### src/rtl/fp16_pkg.sv
// Shared fp16 result definitions: word type, one-hot type bit indices and sticky flag indices.
package fp16_pkg;

   localparam int unsigned FP16_W = 16;
   localparam int unsigned TYPE_W = 6;
   localparam int unsigned FLAG_W = 6;

   typedef logic [FP16_W-1:0] fp16_t;

   localparam int unsigned TYPE_NAN0 = 0;
   localparam int unsigned TYPE_NAN1 = 1;
   localparam int unsigned TYPE_INF  = 2;
   localparam int unsigned TYPE_ZERO = 3;
   localparam int unsigned TYPE_SUBN = 4;
   localparam int unsigned TYPE_NORM = 5;

   localparam int unsigned FLAG_NAN      = 0;
   localparam int unsigned FLAG_INF      = 1;
   localparam int unsigned FLAG_UNF      = 2;
   localparam int unsigned FLAG_ZERO     = 3;
   localparam int unsigned FLAG_DROP     = 4;
   localparam int unsigned FLAG_TYPE_ERR = 5;

   localparam logic [TYPE_W-1:0] TYPE_SUBN_OH = 6'b010000;
   localparam logic [TYPE_W-1:0] TYPE_ZERO_OH = 6'b001000;

   typedef struct packed {
      fp16_t             data;
      logic [TYPE_W-1:0] typ;
   } drain_word_t;

   function automatic logic is_onehot(input logic [TYPE_W-1:0] t);
      return (t != '0) && ((t & (t - TYPE_W'(1))) == '0);
   endfunction

endpackage

### src/rtl/sa_drain_fifo.sv
// Generic synchronous FIFO with registered show-ahead head, valid, full and level.
module sa_drain_fifo #(
   parameter int unsigned WIDTH = 22,
   parameter int unsigned DEPTH = 8
) (
   input  logic                     clk_i,
   input  logic                     rst_i,
   input  logic                     push_i,
   input  logic                     pop_i,
   input  logic [WIDTH-1:0]         wdata_i,
   output logic [WIDTH-1:0]         rdata_o,
   output logic                     valid_o,
   output logic                     full_o,
   output logic [$clog2(DEPTH):0]   level_o
);

   localparam int unsigned AW = $clog2(DEPTH);
   localparam int unsigned PW = AW + 1;

   logic [WIDTH-1:0] mem_q [DEPTH];
   logic [PW-1:0]    wr_q, wr_d, rd_q, rd_d, lvl_q, lvl_d;
   logic [WIDTH-1:0] rdata_q, rdata_d;
   logic             valid_q, valid_d, full_q, full_d;
   logic             do_push, do_pop;

   assign do_pop  = pop_i && valid_q;
   assign do_push = push_i && (!full_q || do_pop);

   // Head register follows the next read pointer; bypass when that slot is being written now.
   always_comb begin
      wr_d    = wr_q + PW'(do_push);
      rd_d    = rd_q + PW'(do_pop);
      lvl_d   = wr_d - rd_d;
      valid_d = (wr_d != rd_d);
      full_d  = (wr_d[AW-1:0] == rd_d[AW-1:0]) && (wr_d[AW] != rd_d[AW]);
      rdata_d = rdata_q;
      if (valid_d) begin
         if (do_push && (wr_q[AW-1:0] == rd_d[AW-1:0])) rdata_d = wdata_i;
         else                                            rdata_d = mem_q[rd_d[AW-1:0]];
      end
   end

   always_ff @(posedge clk_i) begin
      if (rst_i) begin
         wr_q    <= '0;
         rd_q    <= '0;
         lvl_q   <= '0;
         valid_q <= 1'b0;
         full_q  <= 1'b0;
         rdata_q <= '0;
      end else begin
         wr_q    <= wr_d;
         rd_q    <= rd_d;
         lvl_q   <= lvl_d;
         valid_q <= valid_d;
         full_q  <= full_d;
         rdata_q <= rdata_d;
      end
   end

   // Storage array carries no reset; only the pointers define occupancy.
   always_ff @(posedge clk_i) begin
      if (do_push) mem_q[wr_q[AW-1:0]] <= wdata_i;
   end

   assign rdata_o = rdata_q;
   assign valid_o = valid_q;
   assign full_o  = full_q;
   assign level_o = lvl_q;

endmodule

### src/rtl/sa_result_drain.sv
// SA column result drain: FIFO capture of fp16 results, sticky flags and saturating drop counter.
// Optional SA_DRAIN_FTZ_EN flushes subnormals to signed zero on push.
module sa_result_drain
   import fp16_pkg::*;
#(
   parameter int unsigned DEPTH = 8,
   parameter int unsigned CNT_W = 8
) (
   input  logic                    CLK,
   input  logic                    RST,
   input  logic                    DVI,
   input  logic [15:0]             DI,
   input  logic [5:0]              DI_TYPE,
   output logic                    DO_VALID,
   input  logic                    DO_READY,
   output logic [15:0]             DO,
   output logic [5:0]              DO_TYPE,
   output logic [$clog2(DEPTH):0]  LEVEL,
   input  logic                    CLR_FLAGS,
   output logic [5:0]              FLAGS,
   output logic [CNT_W-1:0]        DROP_CNT
);

   localparam int unsigned WORD_W = $bits(drain_word_t);

   drain_word_t        wr_word, head;
   logic [WORD_W-1:0]  head_raw;
   logic               full, pop, push, drop;
   logic [FLAG_W-1:0]  flags_q, flags_d;
   logic [CNT_W-1:0]   cnt_q, cnt_d;

   assign pop  = DO_VALID && DO_READY;
   assign push = DVI && (!full || pop);
   assign drop = DVI && full && !pop;

   always_comb begin
      wr_word.data = DI;
      wr_word.typ  = DI_TYPE;
`ifdef SA_DRAIN_FTZ_EN
      if (DI_TYPE == TYPE_SUBN_OH) begin
         wr_word.data = {DI[15], 15'h0};
         wr_word.typ  = TYPE_ZERO_OH;
      end
`endif
   end

   sa_drain_fifo #(
      .WIDTH (WORD_W),
      .DEPTH (DEPTH)
   ) u_fifo (
      .clk_i   (CLK),
      .rst_i   (RST),
      .push_i  (push),
      .pop_i   (pop),
      .wdata_i (wr_word),
      .rdata_o (head_raw),
      .valid_o (DO_VALID),
      .full_o  (full),
      .level_o (LEVEL)
   );

   assign head    = drain_word_t'(head_raw);
   assign DO      = head.data;
   assign DO_TYPE = head.typ;

   // Clear first, then OR in this cycle's events so a coincident event survives the clear.
   always_comb begin
      flags_d = CLR_FLAGS ? '0 : flags_q;
      cnt_d   = CLR_FLAGS ? '0 : cnt_q;
      if (DVI) begin
         if (DI_TYPE[TYPE_NAN0] || DI_TYPE[TYPE_NAN1]) flags_d[FLAG_NAN] = 1'b1;
         if (DI_TYPE[TYPE_INF])  flags_d[FLAG_INF]  = 1'b1;
         if (DI_TYPE[TYPE_SUBN]) flags_d[FLAG_UNF]  = 1'b1;
         if (DI_TYPE[TYPE_ZERO]) flags_d[FLAG_ZERO] = 1'b1;
         if (!is_onehot(DI_TYPE)) flags_d[FLAG_TYPE_ERR] = 1'b1;
      end
      if (drop) begin
         flags_d[FLAG_DROP] = 1'b1;
         if (cnt_d != {CNT_W{1'b1}}) cnt_d = cnt_d + CNT_W'(1);
      end
   end

   always_ff @(posedge CLK) begin
      if (RST) begin
         flags_q <= '0;
         cnt_q   <= '0;
      end else begin
         flags_q <= flags_d;
         cnt_q   <= cnt_d;
      end
   end

   assign FLAGS    = flags_q;
   assign DROP_CNT = cnt_q;

endmodule

### config.mk
export PLATFORM = sky130hd
export DESIGN_NAME = sa_result_drain
export DESIGN_NICKNAME = d
export VERILOG_FILES = /design/src/rtl/fp16_pkg.sv /design/src/rtl/sa_drain_fifo.sv /design/src/rtl/sa_result_drain.sv
export SDC_FILE = /design/constraint.sdc
export NUM_CORES = 1
export LEC_CHECK = 0
export ABC_AREA = 1
export CORE_ASPECT_RATIO = 2
export CORE_UTILIZATION = 45
export DETAILED_ROUTE_END_ITERATION = 16
export PLACE_DENSITY_LB_ADDON = 0.08
export SLEW_MARGIN = 25
export SYNTH_ARGS = -nofsm -noshare
export SYNTH_HDL_FRONTEND = slang
export SYNTH_SLANG_ARGS = --single-unit
### constraint.sdc
create_clock -name CLK -period 3.6 [get_ports CLK]
set_clock_uncertainty 0.15 [all_clocks]
set_input_delay 0.72 -clock CLK [delete_from_list [all_inputs] [get_ports CLK]]
set_output_delay 0.72 -clock CLK [all_outputs]
set_load 0.02 [all_outputs]
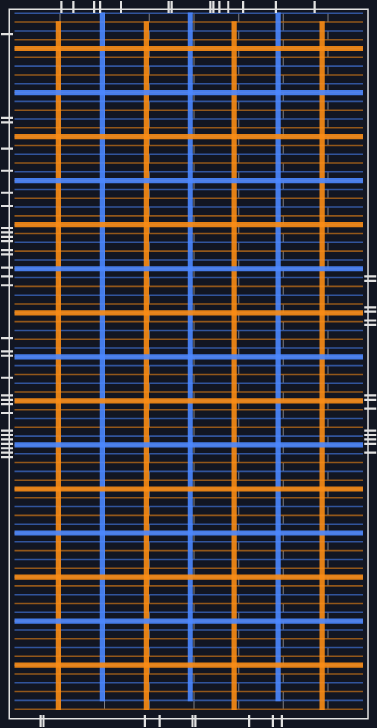
run_1/floorplan.png
Pins as bars on the die edge. Tap cells in gray.
legend:
  VSS:
    color: orange
  VDD:
    color: blue
rows: 79
signal pins: 68
met4 straps: 7
met5 straps: 15
die width: 110.3 microns
Worst IR Drop VDD: 0.5052 mV
die span in y: 218.6 microns
placeable core area: 23130 sq um

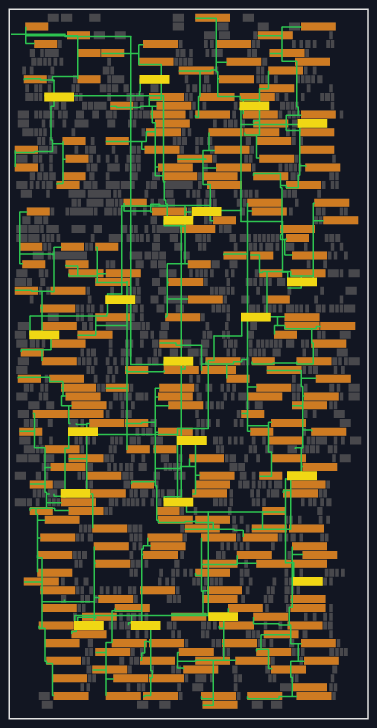
run_1/clock_wires.png
legend:
  clock-net drivers:
    color: yellow
    count: 20
  clock wires:
    color: green
    length: 2850 microns
  flip-flops:
    color: orange
    count: 226
flops lie: widely spread
routed clock nets: 21
clock network power consumption: 2.19 mW
clock network fraction of total power: 30.1%
clk ins delay skew pair: 0.51 ns

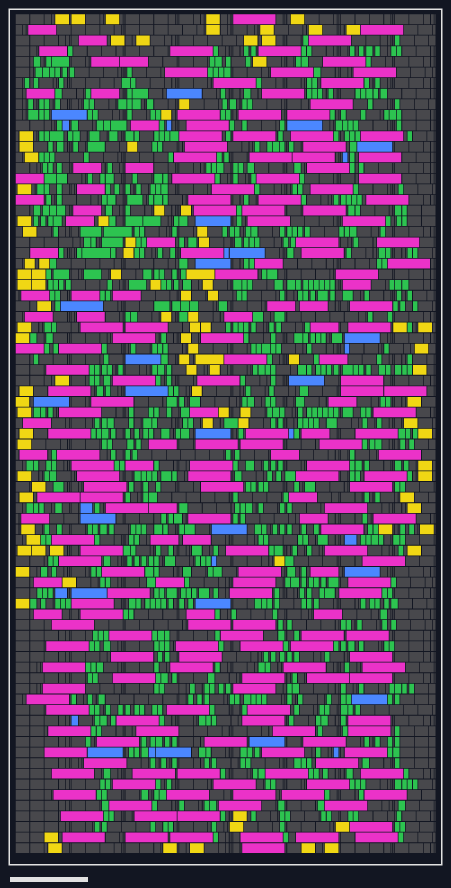
run_1/class_map.png
The bar under the picture is 20 microns long. Fill, decap, tap and diode cells in gray.
legend:
  remaining buffers and delay cells:
    color: yellow
    cells: 102
    share_of_their_area: 8.0%
  registers:
    color: magenta
    cells: 226
    share_of_their_area: 53%
  clock drivers and dummy loads:
    color: blue
    cells: 36
    share_of_their_area: 5.5%
  remaining logic cells:
    color: green
    cells: 931
    share_of_their_area: 34%
std cell rows: 79
final instance area: 12270 sq um
post-route core utilization: 53.06%
flip-flop and latch share of the layout cell area: 51.22%

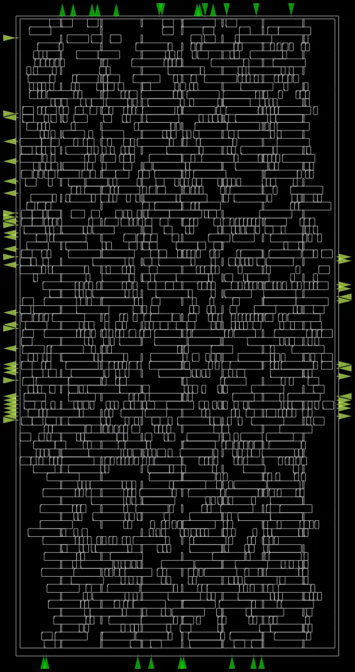
run_1/placed.png
num sequential: 226
count of fill cells added during filler insertion: 2227
post-route insts no fill: 1578
Tap Cells: 283

==> run summary, run 1 <==
Notes on the physical design

The flow ran to the end, and the final reports show no timing, DRC or antenna violations. The number of cells on the worst reg-to-reg path is 14. The area occupied by multi-input gates is 3146 sq um. The number of global-route vias before repair is 7739. Per the cell usage report, the commonest logic cells after layout are 422 x nand2_1, 228 x inv_1, 176 x edfxtp_1. The first global-routing pass estimated 41110 microns of wire. The CTS buffer count is 20. Sequential elements use 59.54% of the synthesized area. The final timing report derives a shortest allowable period of 3.104 ns.

In the global route stage, overall resource usage came out at 22.96%. The max-capacitance violation count is 0. The total power density per cell area is 590.9 nW/um^2.

According to the timing report, the data required time at the worst endpoint equals 3.86 ns. The net count of the finished layout is 1317. The mapped netlist covers 10560 sq um. The sequential cell area in the final layout is 6286 sq um. The yosys-reported design area after synthesis is 10560 sq um.

The static leakage power is 5.648 nW. TritonCTS built the clock tree. The timing report lists the critical path depth as 15 cells. The routed length per placed instance is 16.59 microns. STA puts the critical path data arrival time at 3.37 ns. Per the detailed-route log, wirelength across all metal layers totals 26180 microns.

Before antenna repair, the detailed router went through 4 iterations. The cell family contributing the most delay on the critical path is simple AND/OR/NAND/NOR gates. The maximum number of pins on one net before global-route repair is 90.

The netlist uses 30 different library cells. The library cell contributing the largest single delay on the critical path is nor2_2. The placer congestion estimate is 0.7917. The main area contributors are edfxtp_1 50%, nand2_1 15%, dfxtp_1 9.5%, inv_1 8.1%, nand3_1 4.6%. The yosys cell count is 1210.

Buffers placed on the I/O ports in this run total 67. Among all stages on the critical path, the maximum delay recorded is 0.67 ns. Counting tap cells, the placed design contains a total of 1542 instances. The final global-route overflow total is 0. In the CTS report, the clock slew at the register clock pins of the worst setup and hold paths is listed as 0.07 ns. In this run the number of H-tree levels came out at 1. The area growth from synthesis to layout is 16.24%. The number of buffers between clock root and the deepest sink is 3. The initial detailed-routing violation count is 329.

Clock tree synthesis found a total of 226 sinks. The top cell type in the final layout, fill and taps aside, is nand2_1. The number of setup buffers added after CTS is 0. The worst slew margin relative to its limit is 41.01%. The tree is rooted in a clkbuf_16. The number of synthesis warnings is 0.

The worst min-delay path class is reg2reg. 68 I/O pins were placed. STA classifies the critical path startpoint as an input port. In this run the full chip footprint comes out at 24120 sq um. In this run the worst path has a maximum fanout of 17. The final hold violation count recorded for this run is 0.

The number of buffers inserted by hold repair at cts is 0. Of the available clock period, the critical path in the final layout requires 86.24%. In the routed layout, each cell is associated on average with a via count of 4.907. The critical path is of the in2reg type.

The total via count after detailed routing is 7743. Yosys reported a register bit count of 226. For reference, the critical path cell chain is clkdlybuf4s50_1 -> nand2_1 -> inv_1 -> ha_2 -> ha_2 -> inv_1 -> nand2_1 -> nand2_1 -> nor2_2 -> nand3_2 -> buf_4 -> nand2_1 -> inv_1 -> nor2_1 -> nor2_1. The synthesized design devotes to its leading area cell type 50.06% of total area.

Averaged over all synthesized cells, the footprint is 8.725 sq um. The transition time of the tightest slew-check pin is 0.8840 ns. In this run the tools logged warnings totalling 26. The number of cells upsized or downsized after cts is 0. The number of antenna repair diodes is 0. The report gives the cell count of the worst hold path as 2.

The routed layout reports a DRC error count of 0. The synthesized instance count is 1210. The effective utilization at floorplan is 45.65%.

The number of antenna violations at the first check in global routing came to 0. The post-detailed-route count of antenna-violating nets is 0. Per the final layout report, the fraction of cells sized above drive strength 1 comes to 7.568%. The max-slew violation total from the final report is 0. Setup repair after global routing left no endpoint under its margin. The leading area contributor after synthesis is edfxtp_1. The number of nets in the synthesized netlist is 1246. The most prevalent standard cell on the critical path is nand2_1.
run 1: cell usage after synthesis, drive strengths merged:
library cell    n
nand2         432
nor3            4
o21bai          2
dfxtp          50
or2             1
inv           233
a21oi          13
nor2           81
o211ai          1
o21ai           6
nand3b         23
fa              1
xor2            1
nand3          97
ha              8
buf            35
clkbuf         18
edfxtp        176
a21boi          1
nand4          27
run 1: final cells by class:
type	count	area share [%]
tap	283	2.885
clock buffer	23	4.343
sequential	226	51.22
multi-input combinational	698	25.63
inverter	233	7.127
timing repair buffer	102	7.810
clock inverter	13	0.9788
run 1: state kept, by name, indices dropped and copies added (netlist names):
register,count
FLAGS,6
u_fifo.wr_q,4
u_fifo.valid_o,1
u_fifo.level_o,4
u_fifo.mem_q,176
DROP_CNT,8
u_fifo.rdata_o,22
u_fifo.rd_q,4
u_fifo.full_o,1
run 1: through the flow:
step	power [mW]	setup slack (ns)	cell area, sq um	setup TNS [ns]
6_report	7.252	0.4955	12270	0
5_1_grt	7.645	0.3412	12270	0
4_1_cts	7.328	0.5319	12270	0
3_5_place_dp	5.146	-0.001832	11620	-0.001832
3_3_place_gp	5.143	0.02783	11620	0
2_1_floorplan	4.454	0.5255	10560	0
run 1: cells by family (layout without fill, tap and decap cells):
group                    Yosys count  count (layout)  share of synthesized area [%]
XOR/XNOR                           1               1                        0.08297
adder cells (fa/ha/maj)            9               9                          1.138
buffers and inverters            286             371                          10.90
AND/OR/NAND/NOR                  665             665                          27.12
AND-OR/OR-AND                     23              23                          1.221
flip-flops                       226             226                          59.54
run 1: report_power, final:
part / internal [mW] / switching (mW)
combinational: 0.726 / 1.25
sequential: 2.99 / 0.106
clock: 1.21 / 0.973
run 1: path summary, 6_finish.rpt:
path	startpoint	endpoint	slack [ns]
setup / recovery	DO_READY	u_fifo.rdata_o[19]	0.50
hold / removal	FLAGS[2]	FLAGS[2]	0.31
setup reg to reg	u_fifo.valid_o	u_fifo.rdata_o[19]	0.77
hold reg to reg	FLAGS[2]	FLAGS[2]	0.31
run 1: metal layers:
layer | share of wire (%) | vias up | GRT usage, %
li1 | - | 3899 | -
met1 | 39 | 3652 | 25.42
met2 | 55 | 141 | 43.87
met3 | 3.1 | 51 | 2.088
met4 | 3.1 | 0 | 8.377
met5 | 0 | - | 0
run 1: worst reg2reg max path: cells and delay by family (launching register included):
kind | cells | cell delay [ns]
simple gates | 8 | 1.27
fa+ha+maj | 2 | 0.56
buf+inv | 4 | 0.42
flops | 1 | 0.33
run_1/m2.png
The bar under the picture is 20 microns long.
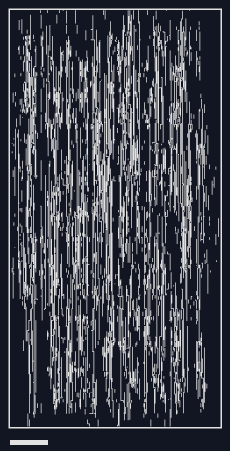

## Run 2: what changed since run 1
RECOVER_POWER = 25   (was default)
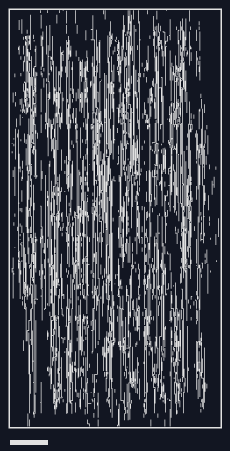
run_2/m2.png
The bar under the picture is 20 microns long.
nets with wire on the layer: 929
wire length on this layer: 14400 microns
main direction: vertical
GRT met2 Usage: 43.87%
Final Routed Wirelength: 26150 microns
via count: 7746

==> run summary, run 2 <==
Notes on the physical design

The run finished with clean final reports. The hold violation total from the final report is 0 (unchanged). The area occupied by multi-input gates is 3146 sq um (unchanged). The share of the clock period used by the worst path is 86.23% (about the same).

The number of placement rows is 79 (unchanged). In the post-synthesis netlist, the cell with the most instances is nand2_1. The overall global routing resource usage is 22.96% (unchanged). The number of cells upsized or downsized after cts came to 0 (unchanged).

Ranked by total cell area, the synthesized netlist is headed by edfxtp_1 50%, nand2_1 15%, dfxtp_1 9.5%, inv_1 8.1%, nand3_1 4.6%. The synthesized instance count was 1210 (unchanged). The worst voltage drop across the vdd grid is 0.5050 mV (about the same). The number of global-route vias before repair is 7739 (unchanged). The fill cell total of the finished layout is 2227 (unchanged).

The number of antenna repair diodes is 0 (unchanged). The transition time of the tightest slew-check pin was 0.8840 ns (+0.00005800 ns). The vertical extent of the die came to 218.6 microns (unchanged). The clock net sink count came to 226 (unchanged). The commonest non-fill, non-tap cell in the layout is nand2_1.

edfxtp_1 takes more of the synthesized area than any other cell. The synthesized area per cell came to 8.725 sq um (unchanged). The register clock-pin slew on the reported worst setup and hold paths is 0.07 ns (about the same).

The worst slew margin relative to its limit is 41.00% (about the same). The effective utilization at floorplan is 45.65% (unchanged). The sum of negative setup slack was 0 ns (unchanged). The core box area is 23130 sq um (unchanged). The main flop type after synthesis is edfxtp_1. The critical path data arrival time is 3.37 ns (about the same). The max-capacitance violation count is 0 (unchanged). The flip-flop count of the largest register after layout is 176 (unchanged). The area growth from synthesis to layout is 16.24% (unchanged). The via count normalized by instance count was 4.909 (about the same). The worst min-delay path class is reg2reg. The critical path class is in2reg. The yosys-reported design area after synthesis is 10560 sq um (unchanged). The number of synthesis warnings is 0 (unchanged). The critical path data required time is 3.86 ns (about the same). The die width is 110.3 microns (unchanged). The sequential element share of the synthesized area came to 59.54% (unchanged).

The fraction of registers with async set/reset is 0% (unchanged). The static leakage power is 5.652 nW (about the same). STA classifies the critical path endpoint as a flop.

The ratio of cells with drive above 1 in the final layout came to 7.568% (unchanged). The number of remaining DRC errors is 0 (unchanged). The CTS buffer count is 20 (unchanged). The total nets after synthesis is 1246 (unchanged). The synthesized flop and latch total is 226 (unchanged). The count of buffers from port buffering came to 67 (unchanged). The insertion delay of the later-clocked pin in the worst-skew pair is 0.51 ns (about the same). The initial detailed-routing violation count is 329 (unchanged). The time the final worst path needs with I/O delays and setup is 3.104 ns (-0.0001240 ns).

The clock tree from TritonCTS is yes. The post-route cell area is 12270 sq um (unchanged). The area of the die is 24120 sq um (unchanged). The wire length of the first global-routing pass is 41110 microns (unchanged). The share of the synthesized area in the top cell type is 50.06% (unchanged). The post-synthesis cell type count is 30 (unchanged). The library cells used most frequently in the layout, excluding fill and tap cells, are 422 x nand2_1, 228 x inv_1, 176 x edfxtp_1. Looking at the clock tree report, the root buffer type is clkbuf_16.

The critical-path maximum fanout is 17 (unchanged). The number of buffers between clock root and the deepest sink came to 3 (unchanged). The detailed-router iteration count before antenna repair is 4 (unchanged).

The achievable clock frequency is 0.3221 GHz. Detailed placement finished with a half-perimeter wire length of 16150 microns. The cell area after placement was 11620 sq um (unchanged). The maximum number of pins on one net before global-route repair is 90 (unchanged).

The final global-route overflow total came to 0 (unchanged). The setup fix buffers added after clock tree synthesis came to 0 (unchanged). The final report lists the setup-violating endpoint count as 0. The routed length per placed instance is 16.57 microns (about the same).

Setup repair after global routing left no endpoint under its margin. The cell area after synthesis is 10560 sq um (unchanged). The total power density per cell area came to 590.7 nW/um^2 (about the same).

The commonest cells after synthesis are 422 x nand2_1, 228 x inv_1, 176 x edfxtp_1, 96 x nand3_1, 75 x nor2_1. The placer congestion estimate is 0.7917 (unchanged). The number of warnings in the stage logs is 26 (unchanged). The number of antenna violations at the first check in global routing is 0 (unchanged). The worst setup path is launched from an input port.

The reg-to-reg setup timing slack was 0.77 ns (about the same). The max-slew violation total from the final report is 0 (unchanged). The sequential cell area in the final layout is 6286 sq um (unchanged). The net count of the finished layout is 1317 (unchanged). The yosys cell count is 1210 (unchanged). The number of enable flip-flop cells is 176 (unchanged). The count of H-tree levels built during CTS was 1 (unchanged). The number of buffers inserted by hold repair at cts came to 0 (unchanged). The number of top-level pins is 68 (unchanged).

The post-detailed-route count of antenna-violating nets is 0 (unchanged).
[run 2: cell counts after synthesis]
Identical to the previous run, type by type.
[run 2: worst max-delay path: stages]
cell and delay (ns):
clkdlybuf4s50_1 0.39, nand2_1 0.11, inv_1 0.06, ha_2 0.19, ha_2 0.37, inv_1 0.09, nand2_1 0.06, nand2_1 0.06
nor2_2 0.67, nand3_2 0.15, buf_4 0.23, nand2_1 0.09, inv_1 0.04, nor2_1 0.08, nor2_1 0.04
[run 2: metrics by stage]
step           util, %  std cells  hold WS, ns  total power, mW  setup WS, ns
3_5_place_dp     50.23       1542       0.3064            5.146     -0.001832
6_report         53.06       1578       0.3137            7.248        0.4956
3_3_place_gp     50.23       1542       0.3035            5.143       0.02783
2_1_floorplan        -       1210       0.3601            4.454        0.5255
5_1_grt          53.06       1578       0.3404            7.642        0.3412
4_1_cts          53.06       1578       0.3171            7.328        0.5319
[run 2: kinds of logic (layout without fill, tap and decap cells)]
logic type | count (synthesis) | in the layout | synth area share, %
compound gates | 23 | 23 | 1.221
xor+xnor | 1 | 1 | 0.08297
fa+ha+maj | 9 | 9 | 1.138
buf+inv | 286 | 371 | 10.90
flops | 226 | 226 | 59.54
simple gates | 665 | 665 | 27.12
[run 2: report_power, final]
group          switching (mW)  internal, mW  total (mW)  leakage [nW]
sequential              0.106          2.99        3.09          2.01
clock                   0.973          1.21        2.19         0.318
combinational            1.25         0.723        1.97          3.32
total                    2.32          4.92        7.25          5.65
[run 2: final timing paths]
check	from	to	cells after the start
max	DO_READY	u_fifo.rdata_o[19]	15
min	FLAGS[2]	FLAGS[2]	2
max reg2reg	u_fifo.valid_o	u_fifo.rdata_o[19]	14
min reg2reg	FLAGS[2]	FLAGS[2]	2
[run 2: layer usage]
metal | GRT usage (%) | up-vias | wire length, microns
li1 | - | 3899 | -
met1 | 25.42 | 3651 | 10140
met2 | 43.87 | 145 | 14350
met3 | 2.088 | 51 | 858
met4 | 8.377 | 0 | 804
met5 | 0 | - | 0
[run 2: cell type report]
type	instances	share of cell area, %
Sequential cell	226	51.22
Multi-Input combinational cell	698	25.63
Timing Repair Buffer	102	7.810
Inverter	233	7.127
Clock buffer	23	4.343
Tap cell	283	2.885
Clock inverter	13	0.9788
Power figures rest on the tool's default switching activity, not on a simulated workload.
